### config.mk
export PLATFORM = sky130hd
export DESIGN_NAME = string_fifo_cmp_avalon
export DESIGN_NICKNAME = d
export VERILOG_FILES = /design/src/rtl/string_fifo_cmp_avalon.sv
export SDC_FILE = /design/constraint.sdc
export NUM_CORES = 1
export LEC_CHECK = 0
export CAP_MARGIN = 0
export CORE_UTILIZATION = 50
export DETAILED_ROUTE_END_ITERATION = 10
export PLACE_DENSITY = 0.69
export SLEW_MARGIN = 30
export SYNTH_ARGS = -nofsm -noshare
export SYNTH_HDL_FRONTEND = slang
export SYNTH_SLANG_ARGS = --single-unit
### constraint.sdc
create_clock -name clk -period 5.3 [get_ports clk]
set_input_delay 1.06 -clock clk [delete_from_list [all_inputs] [get_ports clk]]
set_output_delay 1.06 -clock clk [all_outputs]
set_load 0.05 [all_outputs]
### src/rtl/string_fifo_cmp_avalon.sv
// string_fifo_cmp_avalon: Avalon-MM slave with two word FIFOs (A, B) and a
// compare engine that pops A/B word pairs and reports the first differing
// byte index (bytes ordered MSB-first). Status, sticky flags, levels, irq.
module string_fifo_cmp_avalon #(
  parameter int DATA_W = 32,
  parameter int DEPTH  = 16
) (
  input  logic        clk,
  input  logic        reset,
  input  logic        chipselect,
  input  logic        read,
  input  logic        write,
  input  logic [2:0]  address,
  input  logic [31:0] writedata,
  output logic [31:0] readdata,
  output logic        irq
);

  localparam int AW = $clog2(DEPTH);
  localparam int NB = DATA_W / 8;
  localparam logic [AW:0] FULL_LVL = (AW + 1)'(DEPTH);

  typedef enum logic [1:0] {ST_IDLE, ST_RUN, ST_FLUSH, ST_DONE} state_t;

  state_t state_q, state_d;

  logic [DATA_W-1:0] mem_a_q [DEPTH];
  logic [DATA_W-1:0] mem_b_q [DEPTH];
  logic [AW:0]       wr_a_q, rd_a_q, wr_b_q, rd_b_q;
  logic              ovf_a_q, ovf_b_q, udf_a_q, udf_b_q, done_q, irq_en_q;
  logic              ovf_a_d, ovf_b_d, udf_a_d, udf_b_d, done_d;
  logic              res_eq_q, res_eq_d;
  logic [15:0]       res_idx_q, res_idx_d, cmp_cnt_q, cmp_cnt_d;
  logic [31:0]       readdata_q, readdata_d;

  // Saturating 16-bit add for the byte index counter.
  function automatic logic [15:0] sat_add(input logic [15:0] a, input logic [15:0] b);
    logic [16:0] s;
    s = {1'b0, a} + {1'b0, b};
    return s[16] ? 16'hFFFF : s[15:0];
  endfunction

  // Bus decode and FIFO state.
  logic wr_s, rd_s, idle_s;
  logic push_a_s, push_b_s, pop_a_s, pop_b_s, ctrl_wr_s, stat_wr_s, go_s, clear_s;
  logic [AW:0] level_a_s, level_b_s;
  logic empty_a_s, empty_b_s, full_a_s, full_b_s;
  logic [DATA_W-1:0] word_a_s, word_b_s;

  assign wr_s      = chipselect & write;
  assign rd_s      = chipselect & read;
  assign idle_s    = (state_q == ST_IDLE);
  assign push_a_s  = wr_s && (address == 3'd0);
  assign push_b_s  = wr_s && (address == 3'd1);
  assign pop_a_s   = rd_s && (address == 3'd0);
  assign pop_b_s   = rd_s && (address == 3'd1);
  assign ctrl_wr_s = wr_s && (address == 3'd2);
  assign stat_wr_s = wr_s && (address == 3'd3);
  assign clear_s   = ctrl_wr_s & writedata[1];
  assign go_s      = ctrl_wr_s & writedata[0] & ~writedata[1];
  assign level_a_s = wr_a_q - rd_a_q;
  assign level_b_s = wr_b_q - rd_b_q;
  assign empty_a_s = (level_a_s == '0);
  assign empty_b_s = (level_b_s == '0);
  assign full_a_s  = (level_a_s == FULL_LVL);
  assign full_b_s  = (level_b_s == FULL_LVL);
  assign word_a_s  = mem_a_q[rd_a_q[AW-1:0]];
  assign word_b_s  = mem_b_q[rd_b_q[AW-1:0]];

  // First mismatching byte of the head pair; scanning down leaves the lowest index.
  logic        mismatch_s;
  logic [15:0] mm_idx_s;
  always_comb begin
    mismatch_s = 1'b0;
    mm_idx_s   = 16'd0;
    for (int k = NB - 1; k >= 0; k--) begin
      if (word_a_s[DATA_W-1-8*k -: 8] != word_b_s[DATA_W-1-8*k -: 8]) begin
        mismatch_s = 1'b1;
        mm_idx_s   = 16'(k);
      end else begin
        mismatch_s = mismatch_s;
      end
    end
  end

  // Compare FSM next state, result and FIFO drain/pop controls.
  logic run_pop_s, drain_s;
  always_comb begin
    state_d   = state_q;
    cmp_cnt_d = cmp_cnt_q;
    res_eq_d  = res_eq_q;
    res_idx_d = res_idx_q;
    run_pop_s = 1'b0;
    drain_s   = 1'b0;
    case (state_q)
      ST_IDLE: begin
        if (go_s) begin
          state_d   = ST_RUN;
          cmp_cnt_d = 16'd0;
        end else begin
          state_d = ST_IDLE;
        end
      end
      ST_RUN: begin
        if (empty_a_s && empty_b_s) begin
          state_d   = ST_DONE;
          res_eq_d  = 1'b1;
          res_idx_d = cmp_cnt_q;
        end else if (empty_a_s || empty_b_s) begin
          // Leftover words in the longer string are discarded.
          state_d   = ST_DONE;
          res_eq_d  = 1'b0;
          res_idx_d = cmp_cnt_q;
          drain_s   = 1'b1;
        end else begin
          run_pop_s = 1'b1;
          if (mismatch_s) begin
            state_d   = ST_FLUSH;
            res_eq_d  = 1'b0;
            res_idx_d = sat_add(cmp_cnt_q, mm_idx_s);
          end else begin
            cmp_cnt_d = sat_add(cmp_cnt_q, 16'(NB));
          end
        end
      end
      ST_FLUSH: begin
        drain_s = 1'b1;
        state_d = ST_DONE;
      end
      ST_DONE: state_d = ST_IDLE;
      default: state_d = ST_IDLE;
    endcase
    // Clear aborts any run and leaves RESULT untouched.
    if (clear_s) begin
      state_d   = ST_IDLE;
      res_eq_d  = res_eq_q;
      res_idx_d = res_idx_q;
    end else begin
      state_d = state_d;
    end
  end

  // Sticky flags: FSM/host set has priority over write-1-to-clear.
  always_comb begin
    ovf_a_d = ovf_a_q;
    ovf_b_d = ovf_b_q;
    udf_a_d = udf_a_q;
    udf_b_d = udf_b_q;
    done_d  = done_q;
    if (clear_s) begin
      ovf_a_d = 1'b0;
      ovf_b_d = 1'b0;
      udf_a_d = 1'b0;
      udf_b_d = 1'b0;
      done_d  = 1'b0;
    end else begin
      ovf_a_d = (push_a_s && (!idle_s || full_a_s))  | (ovf_a_q & ~(stat_wr_s & writedata[2]));
      ovf_b_d = (push_b_s && (!idle_s || full_b_s))  | (ovf_b_q & ~(stat_wr_s & writedata[3]));
      udf_a_d = (pop_a_s  && (!idle_s || empty_a_s)) | (udf_a_q & ~(stat_wr_s & writedata[4]));
      udf_b_d = (pop_b_s  && (!idle_s || empty_b_s)) | (udf_b_q & ~(stat_wr_s & writedata[5]));
      done_d  = (state_q == ST_DONE) | (done_q & ~(stat_wr_s & writedata[0]));
    end
  end

  // Read data mux; holds its value when no read is issued.
  always_comb begin
    readdata_d = readdata_q;
    if (rd_s) begin
      case (address)
        3'd0:    readdata_d = (idle_s && !empty_a_s) ? 32'(word_a_s) : 32'd0;
        3'd1:    readdata_d = (idle_s && !empty_b_s) ? 32'(word_b_s) : 32'd0;
        3'd2:    readdata_d = {29'd0, irq_en_q, 2'b00};
        3'd3:    readdata_d = {8'd0, 8'(level_b_s), 8'(level_a_s), 2'b00,
                               udf_b_q, udf_a_q, ovf_b_q, ovf_a_q, !idle_s, done_q};
        3'd4:    readdata_d = {res_eq_q, 15'd0, res_idx_q};
        default: readdata_d = 32'd0;
      endcase
    end else begin
      readdata_d = readdata_q;
    end
  end

  // Control/status registers.
  always_ff @(posedge clk or posedge reset) begin
    if (reset) begin
      state_q    <= ST_IDLE;
      cmp_cnt_q  <= 16'd0;
      res_eq_q   <= 1'b0;
      res_idx_q  <= 16'd0;
      ovf_a_q    <= 1'b0;
      ovf_b_q    <= 1'b0;
      udf_a_q    <= 1'b0;
      udf_b_q    <= 1'b0;
      done_q     <= 1'b0;
      irq_en_q   <= 1'b0;
      readdata_q <= 32'd0;
    end else begin
      state_q    <= state_d;
      cmp_cnt_q  <= cmp_cnt_d;
      res_eq_q   <= res_eq_d;
      res_idx_q  <= res_idx_d;
      ovf_a_q    <= ovf_a_d;
      ovf_b_q    <= ovf_b_d;
      udf_a_q    <= udf_a_d;
      udf_b_q    <= udf_b_d;
      done_q     <= done_d;
      irq_en_q   <= ctrl_wr_s ? writedata[2] : irq_en_q;
      readdata_q <= readdata_d;
    end
  end

  // FIFO pointers: clear, then engine drain/pop, then host access while idle.
  always_ff @(posedge clk or posedge reset) begin
    if (reset) begin
      wr_a_q <= '0;
      rd_a_q <= '0;
      wr_b_q <= '0;
      rd_b_q <= '0;
    end else if (clear_s) begin
      wr_a_q <= '0;
      rd_a_q <= '0;
      wr_b_q <= '0;
      rd_b_q <= '0;
    end else if (drain_s) begin
      rd_a_q <= wr_a_q;
      rd_b_q <= wr_b_q;
    end else if (run_pop_s) begin
      rd_a_q <= rd_a_q + 1'b1;
      rd_b_q <= rd_b_q + 1'b1;
    end else if (idle_s) begin
      if (push_a_s && !full_a_s)  wr_a_q <= wr_a_q + 1'b1;
      if (pop_a_s  && !empty_a_s) rd_a_q <= rd_a_q + 1'b1;
      if (push_b_s && !full_b_s)  wr_b_q <= wr_b_q + 1'b1;
      if (pop_b_s  && !empty_b_s) rd_b_q <= rd_b_q + 1'b1;
    end
  end

  // FIFO storage writes (no reset needed on data).
  always_ff @(posedge clk) begin
    if (idle_s && push_a_s && !full_a_s) mem_a_q[wr_a_q[AW-1:0]] <= writedata[DATA_W-1:0];
    if (idle_s && push_b_s && !full_b_s) mem_b_q[wr_b_q[AW-1:0]] <= writedata[DATA_W-1:0];
  end

  assign readdata = readdata_q;
  assign irq      = done_q & irq_en_q;

endmodule

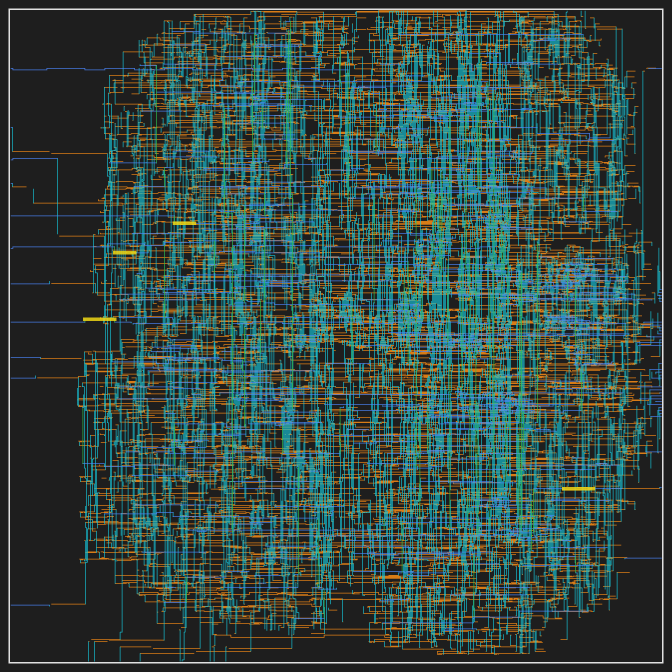
**Above:** signal wires by layer.
| color | layer | wire length |
|---|---|---|
| cyan | M2 | 53.5 mm |
| blue | M3 | 10400 um |
| yellow | M5 | 46.0 um |
| orange | M1 | 43.9 mm |
| green | M4 | 3290 um |

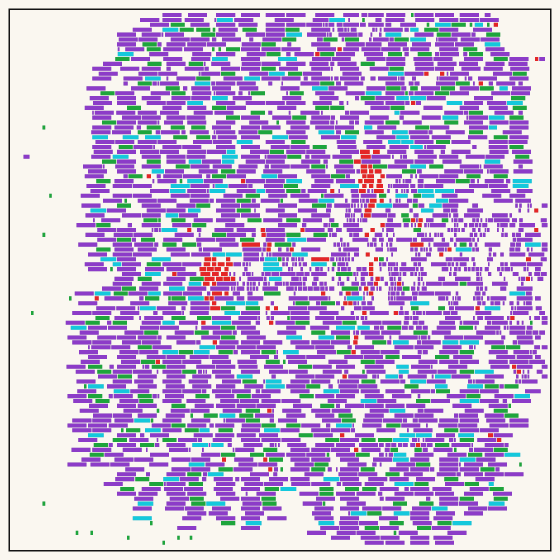
**Above:** cells by drive strength.
| color | size | cells | share |
|---|---|---|---|
| cyan | x6 and larger | 170 | 6.7% |
| purple | x1 and smaller | 1936 | 76% |
| red | x3 and x4 | 125 | 4.9% |
| green | x2 | 325 | 13% |

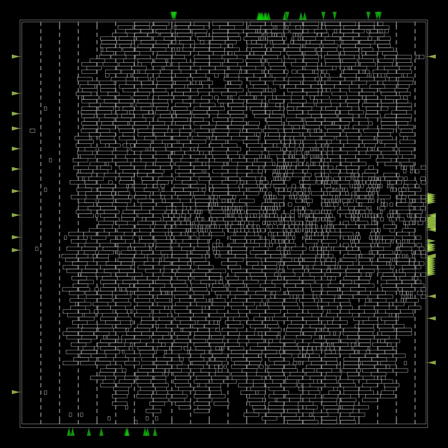
**Above:** placed standard cells.
fillers: 6323
row cnt: 109

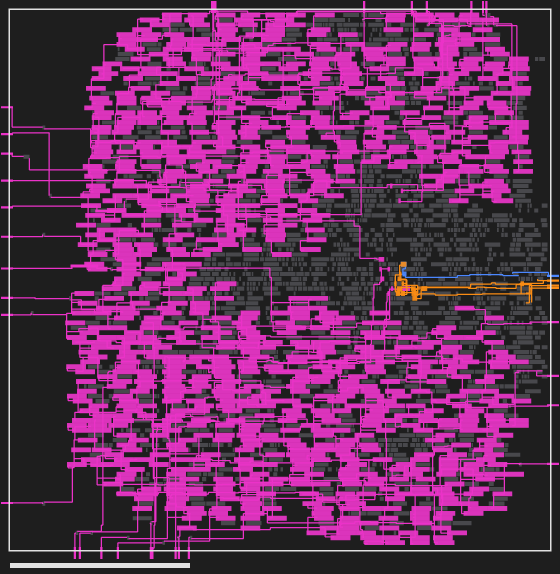
**Above:** nets reached from selected ports.
Scale bar: 100 um.
| color | port | bits | direction | end cells | buffers | wire |
|---|---|---|---|---|---|---|
| blue | write | 1 | input | 2 | 1 | 99.1 um |
| magenta | writedata | 32 | input | 1034 | 35 | 14200 um |
| orange | address | 3 | input | 13 | 3 | 389 um |

==> impl_metrics.toml <==
# implementation run metrics
[cells_and_area]
final_util_pct = 58.0
multiInputCombCellCount = 1030
most-common-layout-cells = "edfxtp_1 (1024), mux4_2 (256), nand2_1 (156)"
final_area_sq_um = 51200
clock_area_share_pct = 7.38
largest_class = "flip-flops and latches"

[placed_design]
dp.cells = 3523

[sta]
rsz0062_at_grt = "false"
skew_ns = 0.0317
hold_viol = 0
slew-limit-headroom_pct = 34.6
finalSetupTns_ns = 0
tightest_slew_ns = 0.973

[floorplanning]
core_sq_um = 88400
floorplan.core_util_pct = 50.5
die-width_um = 301

[synthesis]
edf_count = 1024
synthDominantCellAreaShare_pct = 68.9
syn_inst = 2311
synthesis.area_sq_um = 44600
synth.top_cells.by_count = "edfxtp_1 (1024), mux4_2 (256), nand2_1 (156), a22oi_1 (138), dfrtp_1 (92)"
top_area_cell = "edfxtp_1"

[outcome]
outcome = "completed"

[setup_path]
cpPeakStageDelay_ns = 0.85
arrival_ns = 5.67
critPathLaunchType = "flip-flop"
path_depth = 17
critical_path_class = "reg -> reg"

[cts]
cts.sinks = 1116
cts-htree-levels = 3
postCtsSetupRepairBufs = 0

[pwr]
leakage_nw = 16.7

[global_route]
grt_max_degree = 68
[per-layer routing]
metal  vias to the layer above  GRT usage, %  routed length (um)
met5                         -             0                  46
met3                       202          4.59               10400
met4                         8          7.81                3290
met1                     12584          35.2               43900
met2                      1197          39.8               53500
li1                       9816             -                   -
[power by group]
part / internal, mW / switching, mW / leakage (nW) / total (mW)
combinational: 2.66 / 3.66 / 4.46 / 6.32
sequential: 9.75 / 0.234 / 10.4 / 9.98
clock: 4.86 / 3.28 / 1.83 / 8.14
total: 17.3 / 7.17 / 16.7 / 24.4
[sequential cells by signal (all words and copies together), names as in the netlist, 2 cells and up]
| register | count |
|---|---|
| wr_b_q | 5 |
| mem_a_q | 512 |
| mem_b_q | 512 |
| cmp_cnt_q | 15 |
| rd_a_q | 5 |
| state_q | 2 |
| rd_b_q | 5 |
| wr_a_q | 5 |
| res_idx_q | 16 |
| readdata | 32 |
[kinds of logic (layout without fill, tap and decap cells)]
kind of cell	Yosys count	after routing	synth area share (%)
AND-OR/OR-AND	338	338	5.26
XOR/XNOR	48	48	0.943
adder cells (fa/ha/maj)	31	31	0.920
buffers and inverters	165	410	1.69
flip-flops	1116	1116	74.1
multiplexers	277	277	13.4
AND/OR/NAND/NOR	336	336	3.63
[how the worst min path moves through the flow]
stage | cells past startpoint | to | from | slack (ns)
3_5_place_dp | 2 | readdata[18] | readdata[18] | 0.47
4_1_cts | 2 | readdata[18] | readdata[18] | 0.49
6_report | 2 | readdata[18] | readdata[18] | 0.48
3_3_place_gp | 1 | readdata[9] | readdata[9] | 0.46
2_1_floorplan | 1 | res_idx_q[10] | res_idx_q[10] | 0.46
5_1_grt | 1 | readdata[5] | readdata[5] | 0.51
Power is estimated from default activity; no workload was simulated.
